**src/rtl/debounce_pulse_array.sv**
```systemverilog
// Bank of N push-button debouncers with per-channel press/release pulses and
// optional auto-repeat. release_pulse carries the one-cycle debounced-fall pulse.
module debounce_pulse_array #(
    parameter int N          = 4,
    parameter int DB_CNT     = 16,
    parameter int RPT_DELAY  = 64,
    parameter int RPT_PERIOD = 16
) (
    input  logic         clk,
    input  logic         rst_n,
    input  logic         sample_en,
    input  logic [N-1:0] rpt_en,
    input  logic [N-1:0] pb_in,
    output logic [N-1:0] db_level,
    output logic [N-1:0] press,
    output logic [N-1:0] release_pulse,
    output logic         any_press
);

    localparam int CNT_W   = $clog2(DB_CNT + 1);
    localparam int RPT_MAX = (RPT_DELAY > RPT_PERIOD) ? RPT_DELAY : RPT_PERIOD;
    localparam int RPT_W   = $clog2(RPT_MAX + 1);

    localparam logic [CNT_W-1:0] DB_LAST    = CNT_W'(DB_CNT - 1);
    localparam logic [RPT_W-1:0] DELAY_VAL  = RPT_W'(RPT_DELAY);
    localparam logic [RPT_W-1:0] PERIOD_VAL = RPT_W'(RPT_PERIOD);

    typedef enum logic [1:0] {IDLE, WAIT_DELAY, REPEAT} rpt_state_e;

    logic [N-1:0] sync1;
    logic [N-1:0] sync2;
    logic [N-1:0] press_d;

    always_ff @(posedge clk or negedge rst_n) begin
        if (!rst_n) begin
            sync1     <= '0;
            sync2     <= '0;
            any_press <= 1'b0;
        end else begin
            sync1     <= pb_in;
            sync2     <= sync1;
            any_press <= |press_d;
        end
    end

    for (genvar i = 0; i < N; i++) begin : g_chan
        logic             s;
        logic             lvl;
        logic             pr;
        logic             rl;
        logic [CNT_W-1:0] cnt;
        logic [RPT_W-1:0] rcnt;
        rpt_state_e       state;
        logic             flip;
        logic             rise;
        logic             fall;
        logic             abort;
        logic             rpt_pulse;

        assign s    = sync2[i];
        assign flip = sample_en && (s != lvl) && (cnt == DB_LAST);
        assign rise = flip && !lvl;
        assign fall = flip && lvl;

        // A falling level or a dropped enable kills the repeat before any pulse on that edge
        assign abort     = fall || !rpt_en[i];
        assign rpt_pulse = (state != IDLE) && !abort && sample_en && (rcnt == RPT_W'(1));

        assign press_d[i]       = rise || rpt_pulse;
        assign db_level[i]      = lvl;
        assign press[i]         = pr;
        assign release_pulse[i] = rl;

        always_ff @(posedge clk or negedge rst_n) begin
            if (!rst_n) begin
                lvl   <= 1'b0;
                pr    <= 1'b0;
                rl    <= 1'b0;
                cnt   <= '0;
                rcnt  <= '0;
                state <= IDLE;
            end else begin
                pr <= press_d[i];
                rl <= fall;

                if (s == lvl) begin
                    cnt <= '0;
                end else if (flip) begin
                    cnt <= '0;
                    lvl <= ~lvl;
                end else if (sample_en) begin
                    cnt <= cnt + CNT_W'(1);
                end

                case (state)
                    IDLE: begin
                        if (rise && rpt_en[i]) begin
                            state <= WAIT_DELAY;
                            rcnt  <= DELAY_VAL;
                        end
                    end
                    WAIT_DELAY, REPEAT: begin
                        if (abort) begin
                            state <= IDLE;
                            rcnt  <= '0;
                        end else if (sample_en) begin
                            if (rcnt == RPT_W'(1)) begin
                                state <= REPEAT;
                                rcnt  <= PERIOD_VAL;
                            end else begin
                                rcnt <= rcnt - RPT_W'(1);
                            end
                        end
                    end
                    default: begin
                        state <= IDLE;
                        rcnt  <= '0;
                    end
                endcase
            end
        end
    end

endmodule
```
**config.mk**
```make
export PLATFORM = sky130hd
export DESIGN_NAME = debounce_pulse_array
export DESIGN_NICKNAME = d
export VERILOG_FILES = /design/src/rtl/debounce_pulse_array.sv
export SDC_FILE = /design/constraint.sdc
export NUM_CORES = 1
export LEC_CHECK = 0
export CORE_MARGIN = 3
export CORE_UTILIZATION = 56
export DETAILED_ROUTE_END_ITERATION = 8
export DONT_BUFFER_PORTS = 1
export PLACE_DENSITY_LB_ADDON = 0.25
export SYNTH_ARGS = -nofsm -noshare
export SYNTH_HDL_FRONTEND = slang
export SYNTH_SLANG_ARGS = --single-unit
```
**constraint.sdc**
```tcl
create_clock -name clk -period 3.3 [get_ports clk]
set_input_delay 0.495 -clock clk [delete_from_list [all_inputs] [get_ports clk]]
set_output_delay 0.495 -clock clk [all_outputs]
set_load 0.02 [all_outputs]
```
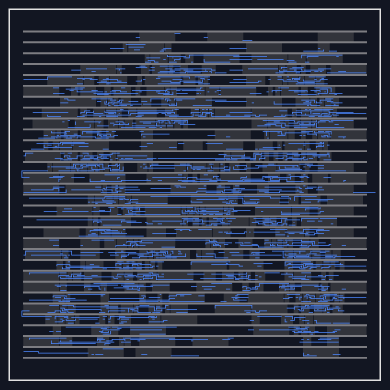
**Above:** the metal 1 layer.
(4 px per um) Supply wires on this layer in grey. Cells faint in the background.
The layer carries 3,560 um of wire. 412 nets have wire on it.
vias after detailed routing: 3,118
WL final: 7580 um
met1 usage: 25.1%

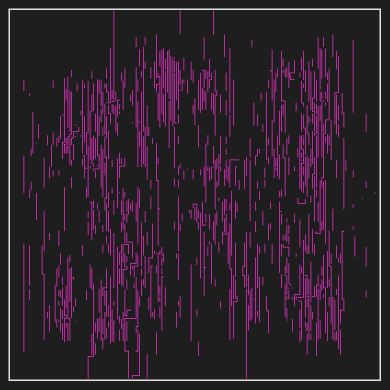
**Above:** met2 routing.
(4 px per um)
The layer carries 3,560 um of wire. The longest straight run is 26.9 um.
GR Util met2: 31.1%

==> Slide: Implementation Results <==
Implementation Results

Worst setup path
  – Critical Path Source Type: flop
  – R2R Setup Slk: 1.07 ns
  – Critical path class: flop to flop
  – Worst EP required: 3.52 ns
  – CP startpoint: g_chan[2].cnt[0]
  – Crit-path most repeated cell: nor2_1
  – CP bufs+invs: 0
  – Worst setup path end: g_chan[2].rcnt[5]
  – WP data arrival: 2.45 ns
  – Path depth of the worst reg2reg path: 6
  – Slowest stage cell, crit path: nor2_1
  – Crit-path leading delay family: simple AND/OR/NAND/NOR gates

Clock tree
  – Maximum level of the CTS H-tree: 3
  – Hold-fix buffers, CTS: 1
  – Clock slew at reported path FFs: 0.08 ns
  – Clock sinks: 77
  – Clock tree buffer depth: 2
  – CTS tree: done
  – Post-CTS Setup Bufs: 0
  – TritonCTS Buffers: 9

Power
  – VDD IR-drop max: around 0.27 mV
  – Pwr Total: 1.72 mW
  – Pwr dens: 394 nW/um2
  – P_leak: 2.09 nW

Detailed routing
  – Post-route ant nets: 0
  – # DRC: 0
  – Vias per cell: 6.00

Global route
  – Global route overflow: 0
  – Initial antenna violation count: 0
  – First-pass GRT wire length: 13,400 um
  – Largest net degree at the start of global routing: 78

Place
  – Detailed placement HPWL: 5290 um
  – Placed instance count: 504
  – Area after DPL: 4160 um2
  – Port Buffer Count: 0
  – Place WS: ~1.1 ns

Yosys
  – Mean area per synthesized cell: 9.74 um2
  – Synth Warn #: 0
  – Most used flip-flop cell: dfrtp_1
  – Mapped Area: 4180 um2
  – Area leader, netlist: dfrtp_1
  – Synth cell types: around 61
  – Synth top cell by count: dfrtp_1
  – Most frequent cells after synthesis: dfrtp_1, nor2_1, nand2_1
  – Yosys reg bits: about 77
  – Post-synth EDFFs: 0
  – XOR Share, Synth: 1.68%
  – Ys cells: 429
  – Post-Synth AOI/OAI Area: 16.6%
  – Cell count after synthesis: 429
  – Area figure in the yosys stat output: 4180 um2
  – Synthesized net count: 460
  – Post-synthesis async set-or-reset flop share: 100%
  – Synth mux share: 2.36%

Job
  – Tool warning count: 34

Layout
  – Register with the most flip-flops: g_chan.rcnt
  – Max reg flops: 28
  – Non-filler instance count after layout: 520
  – N_diodes: 0
  – Filler cells: approximately 600
  – Area Growth Syn to Fin: 4.49%
  – Final instance area: 4370 um2

Final timing
  – Final Max Tran Viols: 0
  – Fin Hold WS: 0.00503 ns
  – Max Clk Rate: 0.449 GHz
  – Headroom to the max-slew limit: 50.2%
  – Setup TNS: 0 ns
  – Clk_skew: approximately 0.0082 ns
  – Hold Vio Cnt, Final: 0
  – RSZ-0062 raised after global routing: no
  – Setup ws final: 1.07 ns

Floorplan
  – Die Width: between 90 and 100 um
  – CORE AREA: about 7000 um2
  – Top Ports: 24
  – Chip area: 8540 um2
  – Die Height: 92.4 um
  – Pre-Place Util: 59.6%
  – Placement Rows: 30

Run status
  – Status: finished clean
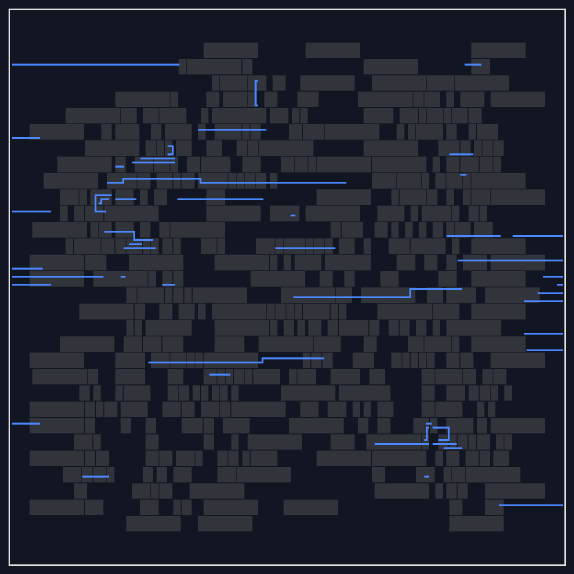
**Above:** metal 3.
(6 px per um) Cells faint in the background.
The longest straight run is 27.6 um. The layer carries 364 um of wire.
met3 GRT Util: 6.26%

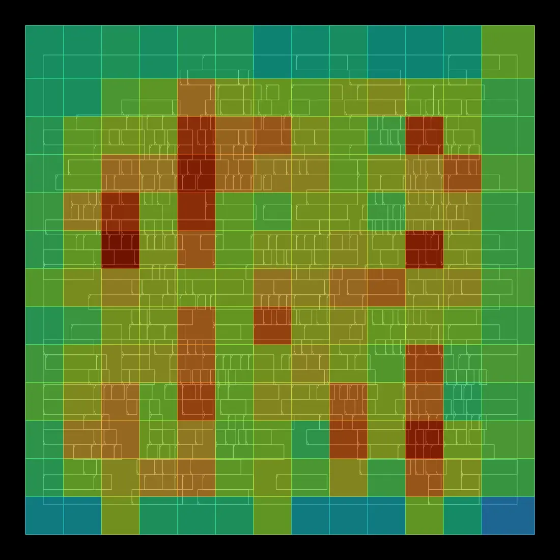
**Above:** track usage over the die.
WL/cell: 14.6 um
Layout Utilization: 62.2%
busiest grt layer: met2
overall routing resource usage: 19.3%

power breakdown:
| part | internal, mW | switching, mW | leakage [nW] |
|---|---|---|---|
| logic | 0.0409 | 0.0646 | 0.945 |
| registers | 0.959 | 0.0134 | 1.05 |
| clock network | 0.330 | 0.313 | 0.0926 |
layout by cell type, fill, tap and decap left out, types with 3 or more instances in the layout:
| cell type | instances |
|---|---|
| a311oi_1 | 3 |
| inv_1 | 24 |
| o21a_1 | 3 |
| o22a_1 | 4 |
| xor2_1 | 4 |
| a22o_1 | 5 |
| clkbuf_8 | 12 |
| a221o_1 | 3 |
| o31ai_1 | 6 |
| nor2_1 | 50 |
| nand2_1 | 34 |
| o21ai_1 | 3 |
| nand3_1 | 12 |
| ha_1 | 20 |
| dfrtp_1 | 77 |
| and3_1 | 8 |
| o2bb2ai_1 | 3 |
| nand2b_1 | 6 |
| xnor2_1 | 4 |
| nand4_1 | 3 |
| o21ai_0 | 18 |
| or3_1 | 13 |
| a22oi_1 | 5 |
| a21oi_1 | 25 |
| and4b_1 | 4 |
| mux2_2 | 7 |
| o22ai_1 | 4 |
| and3b_1 | 4 |
| nor3_1 | 13 |
| nor2b_1 | 6 |
| o21bai_1 | 3 |
cell type report:
| type | count | area [um2] | share of cell area, % |
|---|---|---|---|
| clock buffers | 14 | 173 | 3.95 |
| clock inverters | 1 | 5.00 | 0.115 |
| inverters | 24 | 90.1 | 2.06 |
| multi-input cells | 307 | 2030 | 46.4 |
| flip-flops and latches | 77 | 1930 | 44.1 |
| well taps | 96 | 120 | 2.75 |
| repair buffers | 1 | 27.5 | 0.630 |
routing by layer:
layer	track usage, %	vias to the layer above	wire [um]
met4	5.32	0	91
li1	-	1514	-
met3	6.26	11	363
met2	31.1	78	3560
met1	25.1	1515	3560
met5	0	-	0
Power is estimated from default activity; no workload was simulated.
